### Selected gate families, run 1

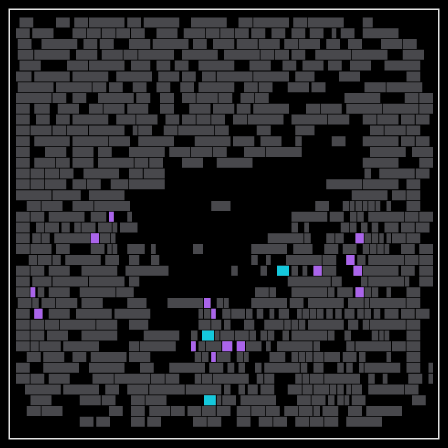
### Zoomed window, run 1

Scale bar: 5 um. Window x 44 to 64, y 65 to 85 um. Cells in grey, sequential cells in the stronger grey; small squares are vias.
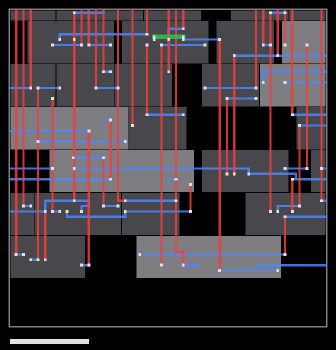
### Routed metal per tile, run 1

The die is cut into 22 by 22 equal tiles; white is low, dark blue is high, scaled to the fullest tile. Values are wire area over tile area, all layers added.
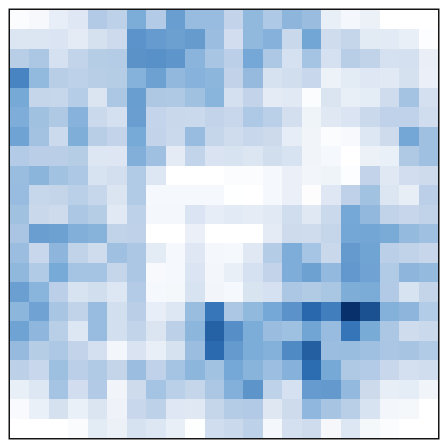
[src/rtl/dmem_if.sv]
// dmem_if: RV32I data-memory interface stage.
// Issues one load/store per instruction on a request/grant/response port,
// stalls the pipeline until the access completes, then aligns and extends
// load data for writeback.
// Optional feature: define DMEM_TIMEOUT_EN to abort accesses that spend
// TIMEOUT_CYCLES cycles in REQ+RESP (err_o pulses on the aborting cycle).
//
// Memory handshake: d_req_o is high only in REQ and, while high, d_addr_o,
// d_we_o and d_wdata_o are held stable; the request is accepted in the cycle
// d_req_o && d_gnt_i. A load then waits in RESP for d_rvalid_i, which is
// sampled only there. d_gnt_i outside REQ and d_rvalid_i outside RESP are
// ignored.
module dmem_if #(
  parameter int TIMEOUT_CYCLES = 16
) (
  input  logic        clk_i,
  input  logic        rst_n_i,
  input  logic        mem_read_i,
  input  logic        mem_write_i,
  input  logic [2:0]  funct3_i,
  input  logic [31:0] addr_i,
  input  logic [31:0] wdata_i,
  input  logic [3:0]  be_i,
  output logic        stall_o,
  output logic        load_ready_o,
  output logic [31:0] rdata_o,
  output logic        misaligned_o,
  output logic        err_o,
  output logic        d_req_o,
  output logic [3:0]  d_we_o,
  output logic [31:0] d_addr_o,
  output logic [31:0] d_wdata_o,
  input  logic        d_gnt_i,
  input  logic        d_rvalid_i,
  input  logic [31:0] d_rdata_i,
  output logic [1:0]  dbg_state_o
);

  typedef enum logic [1:0] {
    IDLE = 2'd0,
    REQ  = 2'd1,
    RESP = 2'd2,
    DONE = 2'd3
  } state_e;

  state_e      state_q, state_d;
  logic [31:0] addr_q, addr_d;
  logic [31:0] wdata_q, wdata_d;
  logic [31:0] rdata_q, rdata_d;
  logic [3:0]  be_q, be_d;
  logic [2:0]  funct3_q, funct3_d;
  logic        is_load_q, is_load_d;
  logic        err_q, err_d;

  logic        req_valid;
  logic        misaligned;
  logic        timeout_hit;
  logic [7:0]  byte_sel;
  logic [15:0] half_sel;
  logic [31:0] load_ext;

  assign req_valid = mem_read_i | mem_write_i;

  // Alignment check on the incoming request (reserved funct3 codes reject too)
  always_comb begin
    misaligned = 1'b0;
    case (funct3_i)
      3'b011, 3'b110, 3'b111: misaligned = 1'b1;
      default: begin
        if ((funct3_i[1:0] == 2'b01) && addr_i[0]) begin
          misaligned = 1'b1;
        end
        if ((funct3_i[1:0] == 2'b10) && (addr_i[1:0] != 2'b00)) begin
          misaligned = 1'b1;
        end
      end
    endcase
  end

  // Select the addressed byte/half of the returned word and extend it
  always_comb begin
    byte_sel = 8'h00;
    case (addr_q[1:0])
      2'd0: byte_sel = d_rdata_i[7:0];
      2'd1: byte_sel = d_rdata_i[15:8];
      2'd2: byte_sel = d_rdata_i[23:16];
      default: byte_sel = d_rdata_i[31:24];
    endcase
    half_sel = addr_q[1] ? d_rdata_i[31:16] : d_rdata_i[15:0];
    case (funct3_q)
      3'b000:  load_ext = {{24{byte_sel[7]}}, byte_sel};
      3'b100:  load_ext = {24'h000000, byte_sel};
      3'b001:  load_ext = {{16{half_sel[15]}}, half_sel};
      3'b101:  load_ext = {16'h0000, half_sel};
      default: load_ext = d_rdata_i;
    endcase
  end

`ifdef DMEM_TIMEOUT_EN
  localparam int CntW = $clog2(TIMEOUT_CYCLES) + 1;

  logic [CntW-1:0] cnt_q, cnt_d;

  // Cycle counter: held at zero in IDLE, so it starts from zero on entry to REQ
  always_comb begin
    cnt_d = cnt_q;
    if (state_q == IDLE) begin
      cnt_d = '0;
    end else if ((state_q == REQ) || (state_q == RESP)) begin
      cnt_d = cnt_q + 1'b1;
    end
  end

  // Counter register
  always_ff @(posedge clk_i or negedge rst_n_i) begin
    if (!rst_n_i) begin
      cnt_q <= '0;
    end else begin
      cnt_q <= cnt_d;
    end
  end

  assign timeout_hit = ((state_q == REQ) || (state_q == RESP)) &&
                       (cnt_q == CntW'(TIMEOUT_CYCLES - 1));
`else
  logic unused_timeout_cfg;
  assign unused_timeout_cfg = (TIMEOUT_CYCLES > 0);
  assign timeout_hit = 1'b0;
`endif

  // FSM next-state, latched fields and port outputs
  always_comb begin
    state_d      = state_q;
    addr_d       = addr_q;
    wdata_d      = wdata_q;
    be_d         = be_q;
    funct3_d     = funct3_q;
    is_load_d    = is_load_q;
    err_d        = err_q;
    rdata_d      = rdata_q;
    stall_o      = 1'b0;
    load_ready_o = 1'b0;
    misaligned_o = 1'b0;
    err_o        = 1'b0;
    d_req_o      = 1'b0;
    d_we_o       = 4'b0000;
    case (state_q)
      IDLE: begin
        if (req_valid) begin
          if (misaligned) begin
            misaligned_o = 1'b1;
          end else begin
            addr_d    = addr_i;
            wdata_d   = wdata_i;
            be_d      = be_i;
            funct3_d  = funct3_i;
            is_load_d = mem_read_i;
            err_d     = 1'b0;
            stall_o   = 1'b1;
            state_d   = REQ;
          end
        end
      end
      REQ: begin
        stall_o = 1'b1;
        d_req_o = 1'b1;
        d_we_o  = is_load_q ? 4'b0000 : be_q;
        // A store grant completes the access; a load grant does not
        if (d_gnt_i && !is_load_q) begin
          state_d = DONE;
        end else if (timeout_hit) begin
          err_o   = 1'b1;
          err_d   = 1'b1;
          state_d = DONE;
        end else if (d_gnt_i) begin
          state_d = RESP;
        end
      end
      RESP: begin
        stall_o = 1'b1;
        if (d_rvalid_i) begin
          rdata_d = load_ext;
          state_d = DONE;
        end else if (timeout_hit) begin
          err_o   = 1'b1;
          err_d   = 1'b1;
          state_d = DONE;
        end
      end
      default: begin
        load_ready_o = is_load_q && !err_q;
        state_d      = IDLE;
      end
    endcase
  end

  // State and latched-field registers
  always_ff @(posedge clk_i or negedge rst_n_i) begin
    if (!rst_n_i) begin
      state_q   <= IDLE;
      addr_q    <= '0;
      wdata_q   <= '0;
      be_q      <= '0;
      funct3_q  <= '0;
      is_load_q <= 1'b0;
      err_q     <= 1'b0;
      rdata_q   <= '0;
    end else begin
      state_q   <= state_d;
      addr_q    <= addr_d;
      wdata_q   <= wdata_d;
      be_q      <= be_d;
      funct3_q  <= funct3_d;
      is_load_q <= is_load_d;
      err_q     <= err_d;
      rdata_q   <= rdata_d;
    end
  end

  assign d_addr_o    = {addr_q[31:2], 2'b00};
  assign d_wdata_o   = wdata_q;
  assign rdata_o     = rdata_q;
  assign dbg_state_o = state_q;

endmodule

[config.mk]
export PLATFORM = sky130hd
export DESIGN_NAME = dmem_if
export DESIGN_NICKNAME = d
export VERILOG_FILES = /design/src/rtl/dmem_if.sv
export SDC_FILE = /design/constraint.sdc
export NUM_CORES = 1
export LEC_CHECK = 0
export CAP_MARGIN = 20
export CORE_MARGIN = 1
export CORE_UTILIZATION = 47
export CTS_CLUSTER_SIZE = 12
export DETAILED_ROUTE_END_ITERATION = 8
export PLACE_DENSITY = 0.92
export SLEW_MARGIN = 20
export SYNTH_ARGS = -nofsm -noshare
export SYNTH_HDL_FRONTEND = slang
export SYNTH_SLANG_ARGS = --single-unit
[constraint.sdc]
create_clock -name clk_i -period 4.6 [get_ports clk_i]
set_input_delay 0.92 -clock clk_i [delete_from_list [all_inputs] [get_ports clk_i]]
set_output_delay 0.92 -clock clk_i [all_outputs]
set_load 0.05 [all_outputs]
==> summary.txt, run 1 <==
The implementation run finished. Among all stages on the critical path, the maximum delay recorded is 0.70 ns. Cell area after layout landed at 7353 um2. The main area contributors are sky130_fd_sc_hd__dfrtp_1, sky130_fd_sc_hd__mux2_4, sky130_fd_sc_hd__buf_4, sky130_fd_sc_hd__nand3_1, sky130_fd_sc_hd__buf_12. For reference, the top cells by count after synthesis are sky130_fd_sc_hd__dfrtp_1, sky130_fd_sc_hd__mux2_4, sky130_fd_sc_hd__buf_4.

In the Yosys stats the netlist draws on 34 distinct library cells. Proportion of power drawn by the clock network landed at 0.097. Detailed-route iteration 0 reported a violation count of 170. Floorplan die area landed at 11630 um2. Clock buffer instance count of the final layout landed at 10. Register area landed at 2653 um2. Count of inverters not on the clock network in the layout landed at 9. Among the non-sequential cells, multiplexers take the most area. Routability-driven placement finished with a final weighted congestion of 0.8716. Number of enable flip-flop cells landed at 0. The fraction of cell area in sequential cells is reported as 0.3607. After the last flow step, the layout net total stands at 703.

By instance count, the leading cell after synthesis is sky130_fd_sc_hd__dfrtp_1. The Yosys step of the flow raised 0 warnings. Reported combinational group power landed at 3940 uW. The floorplan step records an initial core utilization of 0.4837. Non-clock buffer area fraction after layout landed at 0.2957.

Per the synthesis report, the simple-gate share of the synthesized area is 0.09408. Total number of H-tree levels landed at 3. The number of antenna violations at the first check in global routing came to 0. STA lists the maximum fanout along the critical path as 3. Final-layout fill cell count landed at 807.

By startpoint and endpoint, the worst setup path is classified as input pin to output pin. The cell-mix breakdown from Yosys lists the XOR/XNOR area share as 0. Overall power consumption after layout is estimated at 6290 uW. Number of sinks driven by the clock tree landed at 106.

The biggest area contributor in the post-synthesis netlist is sky130_fd_sc_hd__dfrtp_1. The max-slew check reports its worst relative slack as 0.3455. 216 I/O pins were placed.

Relative contribution of sequential cells to total power landed at 0.277. Recorded from the global router log, the overflow total was 0. The largest individual stage delay along the critical path comes from the cell sky130_fd_sc_hd__clkdlybuf4s50_1. Number of ordinary and repair buffers in the finished layout landed at 218.

Sequential element share of the synthesized area landed at 0.5037. Tally of OpenROAD warnings landed at 29. The share of total power dissipated in combinational logic is 0.626. Clock tree skew after final layout landed at 0.008736 ns. The die is 107.9 um tall.

After detailed routing, the met3 layer carries 867 um of wire. Max-slew check failures listed in the final report amount to 0. Final antenna-violating net count landed at 0.

The flow ran to the end, and the final reports show no timing, DRC or antenna violations. During placement, the flow inserted port buffers numbering 212. Logged for this run, the post-placement worst setup slack is 0.8817 ns. In this run the horizontal extent of the chip is 107.9 um. Summed standard-cell area reported by yosys landed at 5266 um2. The routed wirelength on the met1 layer is recorded as 5211 um. Per the timing report, the most critical flop-to-flop path originates at dbg_state_o[0]. The switching component of the power was reported as 3025 uW. The floorplan report lists the tap cell count as 140. 246 cells are multi-input combinational gates. The most critical hold endpoint after final layout shows a slack of 0.4959 ns. The worst setup path is launched from an input pin.

Number of search-and-repair iterations in the first detailed-routing pass landed at 4. In this run the worst setup path terminates at misaligned_o. After detailed routing, no signal wire sits above met4. Post-synthesis register bit count landed at 106.

Routing resource usage on met2 recorded by global route was 0.3819. Across all register-to-register paths, the minimum setup slack is 1.92 ns. Number of global-route vias before repair landed at 3927.

Static leakage landed at 0.003373 uW. Internal power comes to 3265 uW. TritonCTS built the clock tree. The global router reports that the layer with the highest usage is met2. Fraction of final layout cells sized beyond drive strength 1 landed at 0.1751. On the worst setup and hold paths after CTS, the clock-pin slew comes to 0.09 ns. 0 antenna diodes ended up in the layout. In this run, CTS created clock tree buffers numbering 9. The cell-mix breakdown from Yosys lists the adder-cell area share as 0.009503. In this run, post-CTS repair resized a total of 0 instances.

Power of the sequential group landed at 1740 uW. In the layout the commonest cells are sky130_fd_sc_hd__clkdlybuf4s50_1, sky130_fd_sc_hd__dfrtp_1, sky130_fd_sc_hd__mux2_4. Per STA, the worst path accumulates the most delay in the family buffers and inverters. Per report_power, the Clock row totals 612 uW. The most used flip-flop cell after synthesis is sky130_fd_sc_hd__dfrtp_1. Max-cap violations in this run came to 0. After floorplanning, the core was sized to cover 10890 um2. According to the hold report, the worst path is of the flip-flop to flip-flop type. The root buffer cell chosen for the clock tree is sky130_fd_sc_hd__clkbuf_8. Maximum clock frequency landed at 268.7 MHz.

Cell depth of the worst hold path landed at 2. The smallest clock period supported by the final layout is computed as 3.722 ns. By area, sequential cells come first. STA lists the endpoint of the worst register-to-register path as d_wdata_o[17]. Listed in order, past its start point the critical path passes clkdlybuf4s50_1 -> nor4_1 -> or2_1 -> nor2_1 -> clkdlybuf4s50_1. The worst-case IR drop observed on VDD is 0.0006030 V.
-- 'Selected gate families' (at the start) --
colour	family	cells
cyan	non-inverting ao/oa cells	3
purple	nor cells	15
Non-Filler Instances: 734
Commonest Layout Cell: sky130_fd_sc_hd__clkdlybuf4s50_1
combinational share of cell area: 0.2869

-- 'Zoomed window' (at the start) --
colour	layer
green	M3
red	M2
blue	M1
netlist names of flops here include	d_wdata_o (2), addr_q (1)
sequential cells in the window	3
cells with their middle in the window	17
most frequent	clkdlybuf4s50_1 (8), mux2_4 (6), dfrtp_1 (3)

-- 'Routed metal per tile' (at the start) --
tiles over half the peak	11%
mean over tiles	0.18
fullest tile	0.66
nearly empty tiles	6.2%
emptiest ninth of the die	middle
wire per inst: 17.79 um
GRT Resource Usage Total: 0.2267
routed via count: 3814
routed wire length: 13060 um

## Run 2: what changed since run 1
--- a/config.mk
+++ b/config.mk
@@ -7,10 +7,10 @@
 export LEC_CHECK = 0
 export CAP_MARGIN = 20
 export CORE_MARGIN = 1
-export CORE_UTILIZATION = 47
+export CORE_UTILIZATION = 39
 export CTS_CLUSTER_SIZE = 12
 export DETAILED_ROUTE_END_ITERATION = 8
-export PLACE_DENSITY = 0.92
+export PLACE_DENSITY = 0.82
 export SLEW_MARGIN = 20
 export SYNTH_ARGS = -nofsm -noshare
 export SYNTH_HDL_FRONTEND = slang
==> constraint.sdc (replaced) <==
create_clock -name clk_i -period 3.2 [get_ports clk_i]
set_input_delay 0.64 -clock clk_i [delete_from_list [all_inputs] [get_ports clk_i]]
set_output_delay 0.64 -clock clk_i [all_outputs]
set_load 0.05 [all_outputs]
### The clock network, run 2

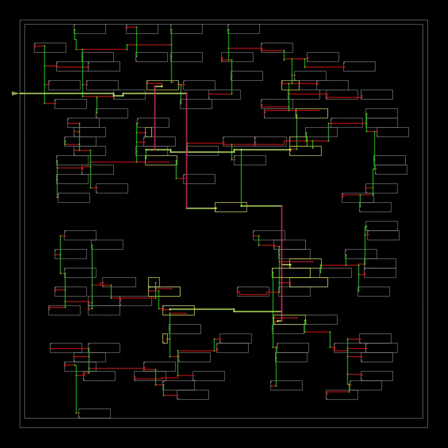
Clk. pwr: 1200 uW
maximum clock skew at final layout: 0.008891 ns
CLK BUF: 12

### Routed metal per tile, run 2

The die is cut into 24 by 24 equal tiles; white is low, dark blue is high, scaled to the fullest tile. Values are wire area over tile area, all layers added.
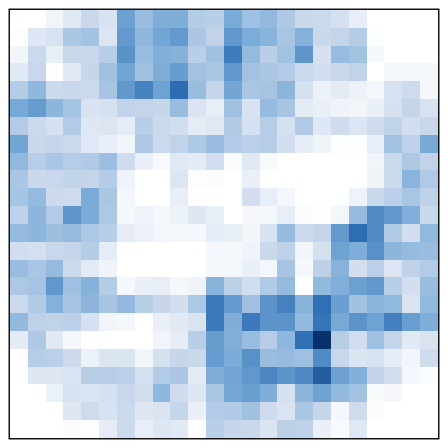
emptiest ninth of the die	middle
tiles over half the peak	11%
mean over tiles	0.15
nearly empty tiles	14%
fullest tile	0.59
routed wire length: 12760 um
routed via count: 3769

==> run 2 against run 1 <==
  * Sequential cell count is the same
  * Critical endpoint is now d_we_o[2]
  * Critical path type is now flip-flop to output pin
  * Via count down 1.2%
  * Non-clock buffer count shrank 1
  * Largest power group unchanged
  * Largest cell class unchanged
==> summary.txt, run 2 <==
The implementation run finished. The run finished with clean final reports. For this run, the top clock speed supported by timing is 333.2 MHz. Count of yosys warnings during synthesis landed at 0 (unchanged). The peak supply drop came to 0.0008605 V (+43%). The type recorded for the worst min-delay path is input pin to asynchronous set/reset pin. The worst hold slack after final layout came to 0.3552 ns (-0.1407 ns). Floorplan die height landed at 118.2 um (+9.6%). Overall power after layout landed at 9350 uW (+49%).

The post-synthesis share of cell area spent on xor and xnor gates was 0 (unchanged). The clock transition at the register clock pins on the worst setup and hold paths after CTS came to 0.07 ns (-0.02 ns). The critical path is of the flip-flop to output pin type. The final-layout fill cell count came to 1103 (+37%).

Tally of OpenROAD warnings landed at 29 (unchanged). The routed length per instance is 16.57 um (-6.9%). The worst stage delay on the critical path is 0.80 ns (+0.10 ns). The routability congestion estimate from global placement came to 0.7983 (-8.4%). The fraction of final layout cells sized beyond drive strength 1 was 0.1785 (+0.003367). STA lists the endpoint of the worst register-to-register path as rdata_o[6]. The reported combinational group power came to 5580 uW (+42%). The global-route congestion overflow total is 0 (unchanged). The worst setup path is launched from a flip-flop. Non-clock buffer area fraction after layout landed at 0.2907 (-0.004990). TritonCTS built the clock tree. Number of ordinary and repair buffers in the finished layout landed at 217 (-0.46%).

The number of search-and-repair iterations in the first detailed-routing pass is 6 (+2). Core footprint landed at 13190 um2 (+21%). The number of setup buffers added after CTS is 0.

STA classifies the critical path endpoint as an output pin. Count of hold buffers inserted by post-cts repair landed at 0. Cell area after layout landed at 7540 um2 (+2.5%). The number of logic gates was 246 (unchanged).

Static leakage landed at 0.003461 uW (+2.6%). The peak fanout along the critical path is 5 (+2). sky130_fd_sc_hd__dfrtp_1 takes more of the synthesized area than any other cell. Number of antenna violations at the first check in global routing landed at 0 (unchanged).

After legalization and detailed placement, the total HPWL measured 9366 um. The summed standard-cell area reported by yosys came to 5266 um2 (unchanged). The routed length on met1 came to 5203 um (-0.15%). Net load switching power landed at 4366 uW (+44%). Row count landed at 42. Floorplan-stage core utilization landed at 0.3993 (-0.08442). The number of enable flip-flop cells was 0 (unchanged). The power of the sequential group came to 2570 uW (+48%). Counting instances in the post-synthesis netlist gives the leading cell types as sky130_fd_sc_hd__dfrtp_1, sky130_fd_sc_hd__mux2_4, sky130_fd_sc_hd__buf_4. Number of library cell types mapped by synthesis landed at 34 (unchanged). Synthesized-area fraction occupied by and/or/nand/nor cells landed at 0.09408 (unchanged). Die boundary width landed at 118.2 um (+9.6%). Entering global routing, the biggest net connects 73 pins. The number of inserted diodes is 0 (unchanged). The final number of max-transition violations came to 0 (unchanged). The startpoint identified for the worst register-to-register timing path is funct3_q[0].

The number of standard cells in the final layout excluding fillers was 770 (+4.9%). Worst-case headroom to the max-slew limit landed at 0.4792 (+0.1337). The number of global-route vias before repair was 3941 (+0.36%). The synthesized-area fraction occupied by adder cells came to 0.009503 (unchanged). The library cells used most frequently in the layout, excluding fill and tap cells, are sky130_fd_sc_hd__clkdlybuf4s50_1, sky130_fd_sc_hd__dfrtp_1, sky130_fd_sc_hd__mux2_4.

In this design, the largest share of critical-path delay is due to buffers and inverters. The number of sinks driven by the clock tree is 106 (unchanged). The proportion of power drawn by the clock network is 0.129 (+0.032). Count of instances resized after the clock tree is built landed at 0 (unchanged). Number of input and output port buffers inserted landed at 212 (unchanged).

Final antenna-violating net count landed at 0 (unchanged). The slowest stage of the critical path belongs to the cell sky130_fd_sc_hd__clkdlybuf4s50_1. CTS placed an instance of sky130_fd_sc_hd__clkbuf_16 at the clock tree root. Share of cell area taken by muxes after synthesis landed at 0.2376. The total number of H-tree levels came to 3 (unchanged).

Looking at the cell usage after synthesis, the top flip-flop cell is sky130_fd_sc_hd__dfrtp_1. The number of tapcells came to 176 (+26%). Internal power landed at 4984 uW (+53%).

Number of I/O pins landed at 216 (unchanged). The most critical setup path has its endpoint at d_we_o[2]. Yosys instantiated no cell more often than sky130_fd_sc_hd__dfrtp_1.

The post-synthesis register bit count was 106 (unchanged). Per the GRT log, the top usage layer is met2. The share of the final layout cell area in multi-input gates is 0.2798 (-0.007094). The sequential element share of the synthesized area is 0.5037 (unchanged).

Max-cap check violation count landed at 0 (unchanged). Violation count after the first detailed-route iteration landed at 173 (+1.8%). Floorplan die area landed at 13970 um2 (+20%). The count of inverters not on the clock network in the layout is 9 (unchanged). The part of the total power dissipated in combinational logic came to 0.596 (-0.030). By area, the class that comes first in the final layout consists of sequential cells. Once layout is complete, the utilization of the core stands at 0.5716.

Setup repair after global routing left no endpoint under its margin. Among logic cells in the layout, the one with the most instances is sky130_fd_sc_hd__clkdlybuf4s50_1. Per the summary, power density relative to cell area is 1240 nW/um2.

The global-route usage over all layers came to 0.1871 (-0.03963). The clock period could shrink to 3.001 ns. The relative contribution of sequential cells to total power was 0.275 (-0.002).
Power is estimated from default activity; no workload was simulated.
